==> run_1/clock_wires.png <==
The bar under the picture is 50 um long.
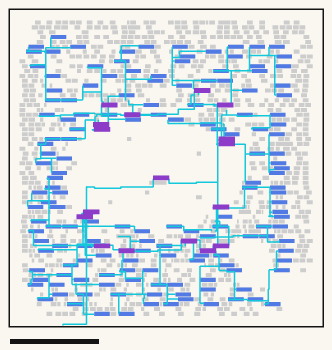
==> run_1/util_map.png <==
The die is cut into 18 by 18 equal tiles; white is low, dark blue is high, 0 to 100% covered.
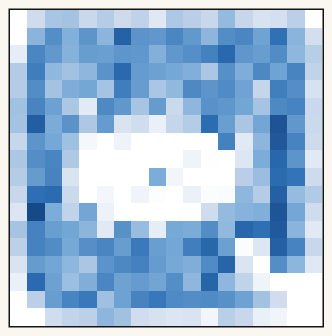
==> run_1/pinout.png <==
Pins as bars across the die edge, other pins in gray.
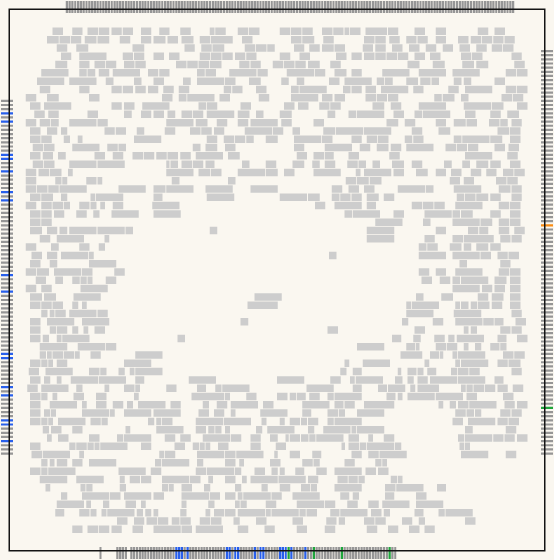
File: config.mk
export PLATFORM = sky130hd
export DESIGN_NAME = id_ex_stage
export DESIGN_NICKNAME = d
export VERILOG_FILES = /design/src/rtl/pipeline_pkg.sv /design/src/rtl/hazard_detect.sv /design/src/rtl/id_ex_stage.sv
export SDC_FILE = /design/constraint.sdc
export NUM_CORES = 1
export LEC_CHECK = 0
export CAP_MARGIN = 40
export CORE_AREA = 5 5 170 172
export CTS_BUF_LIST = sky130_fd_sc_hd__clkbuf_16
export CTS_CLUSTER_SIZE = 8
export DETAILED_ROUTE_END_ITERATION = 10
export DIE_AREA = 0 0 175 177
export SETUP_SLACK_MARGIN = 0.05
export SLEW_MARGIN = 10
export SYNTH_ARGS = -nofsm -noshare
export SYNTH_HDL_FRONTEND = slang
export SYNTH_SLANG_ARGS = --single-unit
File: constraint.sdc
create_clock -name clk -period 10.19 [get_ports clk]
set_clock_uncertainty 0.2 [all_clocks]
set_input_delay 1.019 -clock clk [delete_from_list [all_inputs] [get_ports clk]]
set_output_delay 1.019 -clock clk [all_outputs]
set_load 0.005 [all_outputs]
File: src/rtl/pipeline_pkg.sv
// pipeline_pkg: shared widths, write-back encodings and ID/EX register layout for miniRV-1.
package pipeline_pkg;
  localparam int XLEN = 32;
  localparam int ALUOP_W = 4;
  localparam logic [1:0] WD_ALU = 2'b00;
  localparam logic [1:0] WD_LOAD = 2'b01;
  localparam logic [1:0] WD_PC4 = 2'b10;
  localparam logic [1:0] WD_IMM = 2'b11;
  typedef struct packed {
    logic valid;
    logic rf_we;
    logic ram_we;
    logic [1:0] wd_sel;
    logic [ALUOP_W-1:0] alu_op;
    logic alub_sel;
  } ctrl_t;
  localparam ctrl_t BUBBLE = '0;
  typedef struct packed {
    ctrl_t ctrl;
    logic [XLEN-1:0] pc;
    logic [XLEN-1:0] imm;
    logic [XLEN-1:0] rd1;
    logic [XLEN-1:0] rd2;
    logic [4:0] rr1;
    logic [4:0] rr2;
    logic [4:0] rd;
  } ex_t;
endpackage

File: src/rtl/hazard_detect.sv
// hazard_detect: load-use detection between the load in EX and the instruction in ID.
module hazard_detect
  import pipeline_pkg::*;
(
  input  logic       ex_valid,
  input  logic       ex_rf_we,
  input  logic [1:0] ex_wd_sel,
  input  logic [4:0] ex_rd,
  input  logic       id_valid,
  input  logic       id_use1,
  input  logic       id_use2,
  input  logic [4:0] id_rr1,
  input  logic [4:0] id_rr2,
  input  logic       flush,
  output logic       lu,
  output logic       stall
);
  logic dep;
  assign dep = (id_use1 && id_rr1 == ex_rd) || (id_use2 && id_rr2 == ex_rd);
  assign lu = ex_valid && ex_rf_we && ex_wd_sel == WD_LOAD && ex_rd != 5'd0 && id_valid && dep;
  // a flushed dependent instruction is dead, so it must not hold the front end
  assign stall = lu && !flush;
endmodule

File: src/rtl/id_ex_stage.sv
// id_ex_stage: ID/EX pipeline register with capture/output bypass and load-use bubble insertion.
module id_ex_stage
  import pipeline_pkg::*;
(
  input  logic               clk,
  input  logic               rst,
  input  logic               id_valid,
  input  logic [XLEN-1:0]    id_pc,
  input  logic [XLEN-1:0]    id_imm,
  input  logic [4:0]         id_rr1,
  input  logic [4:0]         id_rr2,
  input  logic               id_use1,
  input  logic               id_use2,
  input  logic [4:0]         id_rd,
  input  logic               id_rf_we,
  input  logic [1:0]         id_wd_sel,
  input  logic [ALUOP_W-1:0] id_alu_op,
  input  logic               id_alub_sel,
  input  logic               id_ram_we,
  input  logic [XLEN-1:0]    rf_rd1,
  input  logic [XLEN-1:0]    rf_rd2,
  input  logic               rd1_i_sel,
  input  logic               rd2_i_sel,
  input  logic [XLEN-1:0]    fwd_rd1_i,
  input  logic [XLEN-1:0]    fwd_rd2_i,
  input  logic               rd1_o_sel,
  input  logic               rd2_o_sel,
  input  logic [XLEN-1:0]    fwd_rd1_o,
  input  logic [XLEN-1:0]    fwd_rd2_o,
  input  logic               flush,
  output logic               ex_valid,
  output logic [XLEN-1:0]    ex_pc,
  output logic [XLEN-1:0]    ex_imm,
  output logic [4:0]         ex_rr1,
  output logic [4:0]         ex_rr2,
  output logic [4:0]         ex_rd,
  output logic               ex_rf_we,
  output logic               ex_ram_we,
  output logic [1:0]         ex_wd_sel,
  output logic [ALUOP_W-1:0] ex_alu_op,
  output logic               ex_alub_sel,
  output logic [XLEN-1:0]    ex_rd1,
  output logic [XLEN-1:0]    ex_rd2,
  output logic               stall_o
);
  ex_t q, nxt;
  logic lu;
  hazard_detect u_hd (
    .ex_valid (q.ctrl.valid),
    .ex_rf_we (q.ctrl.rf_we),
    .ex_wd_sel(q.ctrl.wd_sel),
    .ex_rd    (q.rd),
    .id_valid (id_valid),
    .id_use1  (id_use1),
    .id_use2  (id_use2),
    .id_rr1   (id_rr1),
    .id_rr2   (id_rr2),
    .flush    (flush),
    .lu       (lu),
    .stall    (stall_o)
  );
  always_comb begin
    nxt.ctrl.valid = id_valid;
    nxt.ctrl.rf_we = id_rf_we && id_valid;
    nxt.ctrl.ram_we = id_ram_we && id_valid;
    nxt.ctrl.wd_sel = id_wd_sel;
    nxt.ctrl.alu_op = id_alu_op;
    nxt.ctrl.alub_sel = id_alub_sel;
    nxt.pc = id_pc;
    nxt.imm = id_imm;
    nxt.rd1 = rd1_i_sel ? fwd_rd1_i : rf_rd1;
    nxt.rd2 = rd2_i_sel ? fwd_rd2_i : rf_rd2;
    nxt.rr1 = id_rr1;
    nxt.rr2 = id_rr2;
    nxt.rd = id_rd;
    if (flush || lu) begin
      nxt = '0;
      nxt.ctrl = BUBBLE;
    end
  end
  always_ff @(posedge clk or posedge rst)
    if (rst) q <= '0;
    else q <= nxt;
  assign ex_valid = q.ctrl.valid;
  assign ex_rf_we = q.ctrl.rf_we;
  assign ex_ram_we = q.ctrl.ram_we;
  assign ex_wd_sel = q.ctrl.wd_sel;
  assign ex_alu_op = q.ctrl.alu_op;
  assign ex_alub_sel = q.ctrl.alub_sel;
  assign ex_pc = q.pc;
  assign ex_imm = q.imm;
  assign ex_rr1 = q.rr1;
  assign ex_rr2 = q.rr2;
  assign ex_rd = q.rd;
  assign ex_rd1 = rd1_o_sel ? fwd_rd1_o : q.rd1;
  assign ex_rd2 = rd2_o_sel ? fwd_rd2_o : q.rd2;
endmodule

==> changes_impl.md, run 1 <==
### Physical design

- Total CTS buffers: 17
- PortBufs: 443
- Worst path bufs/invs: 2
- Post-synth seq share: 48.40%
- Initial antenna violation count: 2
- Die H: 177 um
- RePlAce Congestion: 0.7975
- Clock slew at reported path FFs: 70 ps
- Setup TNS: 0 ps
- Post-DRT Antenna Nets: 0
- Overall routing resource usage: 17.81%
- YS warnings: 0
- Late-Pin Clk Latency: 420 ps
- Crit path launch type: input port
- Worst path most repeated cell: clkdlybuf4s50_1
- Die area: 30980 um^2
- Clk buf depth: 2
- YS chip area: 7910 um^2
- Clock root buffer: clkbuf_16
- Std-Cell Rows: 61
- Ys cells: 695
- Layout Nets: 1311
- Syn_area_per_cell: 11.38 um^2
- Pre-Repair DR Iteration Count: 4
- FP Util: 28.95%
- Post-route worst setup slack: 5992 ps
- Die X: 175 um
- Inst Count DP: 1347
- GR met1 Demand/Resource: 21.26%
- Core Region: 27320 um^2
- Post-Synthesis Cells: 695
- Via density: 4.530
- WS Path Type: in2out
- Post-CTS Hold Buffers: 0
- Status: finished clean
- Design area: 12530 um^2
- Period utilisation layout: 41.20%
- Fin cells: 1381
- Post-DP Area: 11930 um^2
- CTS sink cnt: 153
- Slew Limit Fails: 0
- Synth Cell Area: 7910 um^2
- Min Tclk post-route: 4198 ps
- Hold Crit Class: in2async
- RSZ-0062 raised after global routing: false
- Crit. End Element: output port
- DRT iter0 DRCs: 291
- CTS tree: done
- Top Family by Delay on Critical Path: buffers and inverters
- Highest-count logic cell in the final layout: clkdlybuf4s50_1
- Slowest-stage cell, CP: clkdlybuf4s50_1
About clock_wires.png:
[clock wires] cyan | length: 2210 um
[clock-net drivers] purple | count: 17
[flip-flops] blue | count: 153
routed clock nets	18

About util_map.png:
nearly empty tiles	14%
tiles over 75% full	6.5%
mean over tiles	39%
emptiest ninth of the die	center

About pinout.png:
port	color	pins	direction	edge
id_rd	green	5	input	4 bottom, 1 right
ex_pc	blue	32	output	16 bottom, 16 left
rst	orange	1	input	right

==> run 1: logic make-up after synthesis <==
group	after synthesis	share of synthesized area, %
multiplexers	128	17.21
flip-flops	153	48.40
AND-OR/OR-AND	155	12.58
buffers and inverters	153	13.19
AND/OR/NAND/NOR	96	7.513
XOR/XNOR	10	1.107
==> run 1: worst reg2reg max path, cell delays in order (launching register included) <==
cell      delay (ps)
dfrtp_1          460
xnor2_1          200
nand4_1          210
o22ai_4          220
buf_4            640
buf_4            490
buf_16           310
a211oi_1         180
==> run 1: where the power goes <==
| group | switching [mW] | leakage, nW | internal, mW | total, mW |
|---|---|---|---|---|
| sequential | 0.0114 | 1.97 | 0.641 | 0.652 |
| combinational | 0.115 | 2.98 | 0.218 | 0.334 |
| clock | 0.276 | 0.282 | 0.342 | 0.618 |
| total | 0.403 | 5.23 | 1.20 | 1.60 |
==> run 1: final timing paths <==
kind | start | endpoint | slack (ps) | depth (start not counted)
worst min-delay path | rst | q[48] | 660 | 2
worst min register to register | ex_wd_sel[1] | ex_imm[17] | 870 | 5
max in group asynchronous | rst | q[69] | 7920 | 5
min in group clk | ex_wd_sel[1] | ex_imm[17] | 870 | 5
worst max register to register | ex_rd[1] | q[23] | 7130 | 7
worst max-delay path | id_rr2[0] | stall_o | 5990 | 6
==> run 1: per-layer routing <==
metal,up-vias,routed length [um]
li1,2977,-
met3,38,2151
met1,2997,11170
met5,-,9
met4,2,692
met2,242,14510
==> run 1: metrics by stage <==
| step | power [mW] | hold slack, ps |
|---|---|---|
| floorplan | 0.7979 | 632.2 |
| global placement | 0.9959 | 1079 |
| detailed placement | 1.001 | 861.7 |
| CTS | 1.633 | 865.1 |
| global route | 1.683 | 644.9 |
| finish | 1.604 | 663.7 |
==> run 1: final cells by class <==
class / count / area [um^2]
antenna: 1 / 2.502
sequential: 153 / 3829
clock buffer: 17 / 425.4
fill: 2599 / 14790
multi-input combinational: 389 / 3059
timing repair buffer: 457 / 4624
clock inverter: 15 / 140.1
inverter: 3 / 16.27
tap: 346 / 432.9
==> run 1: cells in the mapped netlist (all sizes together) <==
cell	count	share of area [%]
a211oi	66	6.3
a21oi	88	6.2
and3b	1	0.11
buf	128	12
clkbuf	22	1.1
dfrtp	153	48
inv	3	0.14
mux2	64	9.1
mux2i	64	8.1
nand2	2	0.095
nand2b	87	6.9
nand4	3	0.24
nor2	1	0.047
nor2b	1	0.079
nor3	1	0.063
o22ai	1	0.079
xnor2	10	1.1
==> run 1: sequential cells by signal, indices dropped and copies added, names as in the netlist, 2 cells and up <==
name       cells
ex_alu_op      4
ex_pc         32
ex_wd_sel      2
ex_rd          5
ex_rr2         5
q             64
ex_imm        32
ex_rr1         5
==> run_1/m3.png <==
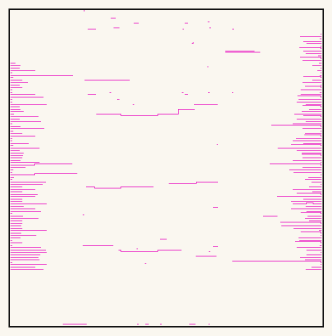

## Run 2: what changed since run 1
CORE_AREA = 5 5 172 174   (was 5 5 170 172)
DIE_AREA = 0 0 177 179   (was 0 0 175 177)
clock period = 4.1 ns   (was 10.19 ns; I/O delays follow)
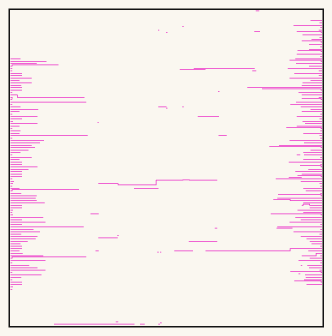
(run_2/m3.png)
wire length on this layer	2500 um
longest straight run	47.8 um
main direction	horizontal
share of all routed wire	8.5%
nets with wire on the layer	223
via count: 6328
overall routed net length: 29340 um
M3 GR Usage: 5.799%

==> run 2 against run 1 <==
Against the previous run:
- final cell count rose by 2.0%
- sequential power increased by 150%
- global-route usage is 0.31 points lower
- clock power grew to 2.6 times the previous value
- critical path depth shrank 1
- worst hold slack worse by 460 ps
- routed wire length is 2.8% higher
- combinational power grew 150%
- synthesized area unchanged
- largest power group unchanged
- highest routed layer unchanged
==> changes_impl.md, run 2 <==
### Physical design

- Ys cells: 695 (unchanged)
- Layout Nets: 1308 (-0.23%)
- Die area: 31680 um^2 (+2.3%)
- Synth flops: 153
- Setup TNS: 0 ps (unchanged)
- Slowest-stage cell, CP: clkdlybuf4s50_1
- R2r setup slk: 1620 ps (-5510 ps)
- RePlAce Congestion: 0.7954 (-0.26%)
- YS warnings: 0 (unchanged)
- Initial antenna violation count: 1 (-1)
- Pre-Repair DR Iteration Count: 4 (unchanged)
- Design area: 12570 um^2 (+0.30%)
- Leakage power: 5.212 nW
- Crit path launch type: flip-flop
- Clk buf depth: 2 (unchanged)
- Cells along the critical path: xnor2_1, nand4_1, o22ai_4, and3b_1, clkdlybuf4s50_1
- Grt total ovfl: 0
- Flip-flop count of the largest register after layout: 64 (unchanged)
- VDD IR-drop max: 0.0002052 V
- YS chip area: 7910 um^2 (unchanged)
- Die X: 177 um (+1.1%)
- Post-route worst setup slack: 1171 ps (-4821 ps)
- Top Family by Delay on Critical Path: buffers and inverters
- Post-CTS Hold Buffers: 0 (unchanged)
- Async S/R FF share, synth: 100.0% (unchanged)
- FP Util: 28.63% (-0.32 points)
- Post-Synthesis Cells: 695 (unchanged)
- Synth Cell Area: 7910 um^2 (unchanged)
- Clock slew at reported path FFs: 80 ps (about the same)
- Post-synth seq share: 48.40% (unchanged)
- Std-Cell Rows: 61 (unchanged)
- FF-to-FF Start: ex_rd[2]
- Clock root buffer: clkbuf_16
- Worst path bufs/invs: 1 (-1)
- Reg-to-reg endpoint: q[46]
- DRT iter0 DRCs: 337 (+16%)
- RSZ-0062 raised after global routing: false
- CTS sink cnt: 153 (unchanged)
- PortBufs: 443 (unchanged)
- Via density: 4.491 (-0.86%)
- Antenna diode count: 0 (-1)
- Status: finished clean
- Most numerous cell in the Yosys netlist: dfrtp_1
- Register area: 3829 um^2 (unchanged)
- Post-DRT Antenna Nets: 0 (unchanged)
- Total CTS buffers: 17 (unchanged)
- Hold Crit Class: in2async
- CTS tree: done
- Die H: 179 um (+1.1%)
- Slew Limit Fails: 0 (unchanged)
- Total power: 4.055 mW (+150%)
- Fill count: 2654 (+2.1%)
- Syn_area_per_cell: 11.38 um^2 (unchanged)
- Top cell area share: 48.40% (unchanged)
- Reg with most FFs: q
- Largest area contributor in the netlist: dfrtp_1
- Core Region: 27630 um^2 (+1.1%)
- WS Path Type: reg2out
- Main flop type: dfrtp_1
- Min Tclk post-route: 2929 ps
- Post-DP Area: 11970 um^2 (+0.30%)
- Worst R2R Path Depth: 5 (-2)
- Top cells, area: dfrtp_1, mux2_2, buf_4, mux2i_1, nand2b_1
- Comb area: 3059 um^2 (unchanged)
- Number of enable flip-flop cells: 0 (unchanged)
- Overall routing resource usage: 17.50% (-0.31 points)
- Period utilisation layout: 71.45%
- Post-synth top cells: dfrtp_1, nand2b_1, buf_4, a21oi_1, a211oi_1
- Crit. End Element: output port
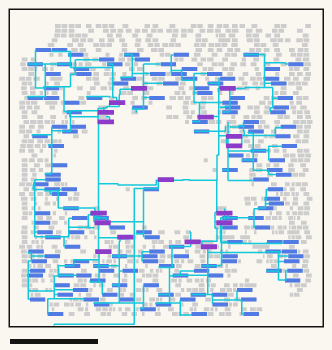
(run_2/clock_wires.png)
The bar under the picture is 50 um long.
[clock-net drivers] purple | count: 17
[clock wires] cyan | length: 2370 um
[flip-flops] blue | count: 153
flops lie	widely spread
Late-Pin Clk Latency: 420 ps
Clock power frac: 39.5%
clk pwr: 1.60 mW

run 2: cell count changes in the layout (fill, tap and decap cells not counted), sizes merged:
cell           change
buf                -2
clkdlybuf4s50      -1
diode              -1
inv                +1
clkinv             -3
bufinv             -1
clkinvlp           +3
run 2: metal layers:
metal | track usage, % | share of wire, % | vias up
met5 | 0 | 0.024 | -
met4 | 5.674 | 2.2 | 2
met3 | 5.799 | 8.5 | 35
met2 | 29.85 | 50 | 249
met1 | 20.91 | 39 | 3073
li1 | - | - | 2969
run 2: worst max path at each step:
stage / start / end / slack, ps / cells after the start
2_1_floorplan: rst / ex_alu_op[0] / 1560 / 1
3_3_place_gp: id_rr2[2] / stall_o / 1180 / 6
3_5_place_dp: id_rr2[2] / stall_o / 1200 / 6
4_1_cts: ex_rd[2] / stall_o / 1130 / 5
5_1_grt: ex_rd[0] / stall_o / 1050 / 5
6_report: ex_rd[2] / stall_o / 1170 / 5
run 2: layout make-up:
class                           count  share of cell area (%)
Timing Repair Buffer              454                   36.56
Sequential cell                   153                   30.47
Multi-Input combinational cell    389                   24.34
Tap cell                          378                   3.763
Clock buffer                       17                   3.385
Clock inverter                     15                   1.364
Inverter                            3                  0.1195
run 2: power breakdown:
group          internal (mW)  switching, mW  leakage, nW
clock network          0.825          0.778        0.286
logic                  0.542          0.287         2.95
registers               1.59         0.0322         1.97
total                   2.96           1.10         5.21
run 2: cell families (layout without fill, tap and decap cells):
logic type / Yosys count / in the layout / share of synthesized area, %
AND-OR/OR-AND: 155 / 155 / 12.58
flip-flops: 153 / 153 / 48.40
buffers and inverters: 153 / 489 / 13.19
multiplexers: 128 / 128 / 17.21
AND/OR/NAND/NOR: 96 / 96 / 7.513
XOR/XNOR: 10 / 10 / 1.107
run 2: tightest hold or removal path: stages:
cell             delay (ps)
clkdlybuf4s50_1         440
clkinvlp_4              100
buf_4                   240
run 2: stage by stage:
stage                     util [%]  instances  hold slack, ps
final                        45.49       1409           201.3
after global routing         45.49       1409           217.8
after CTS                    45.49       1409           185.2
after detailed placement     43.32       1377           659.0
after global placement       43.01       1373           731.7
after floorplan                  -        695           317.6
Power is estimated from default activity; no workload was simulated.
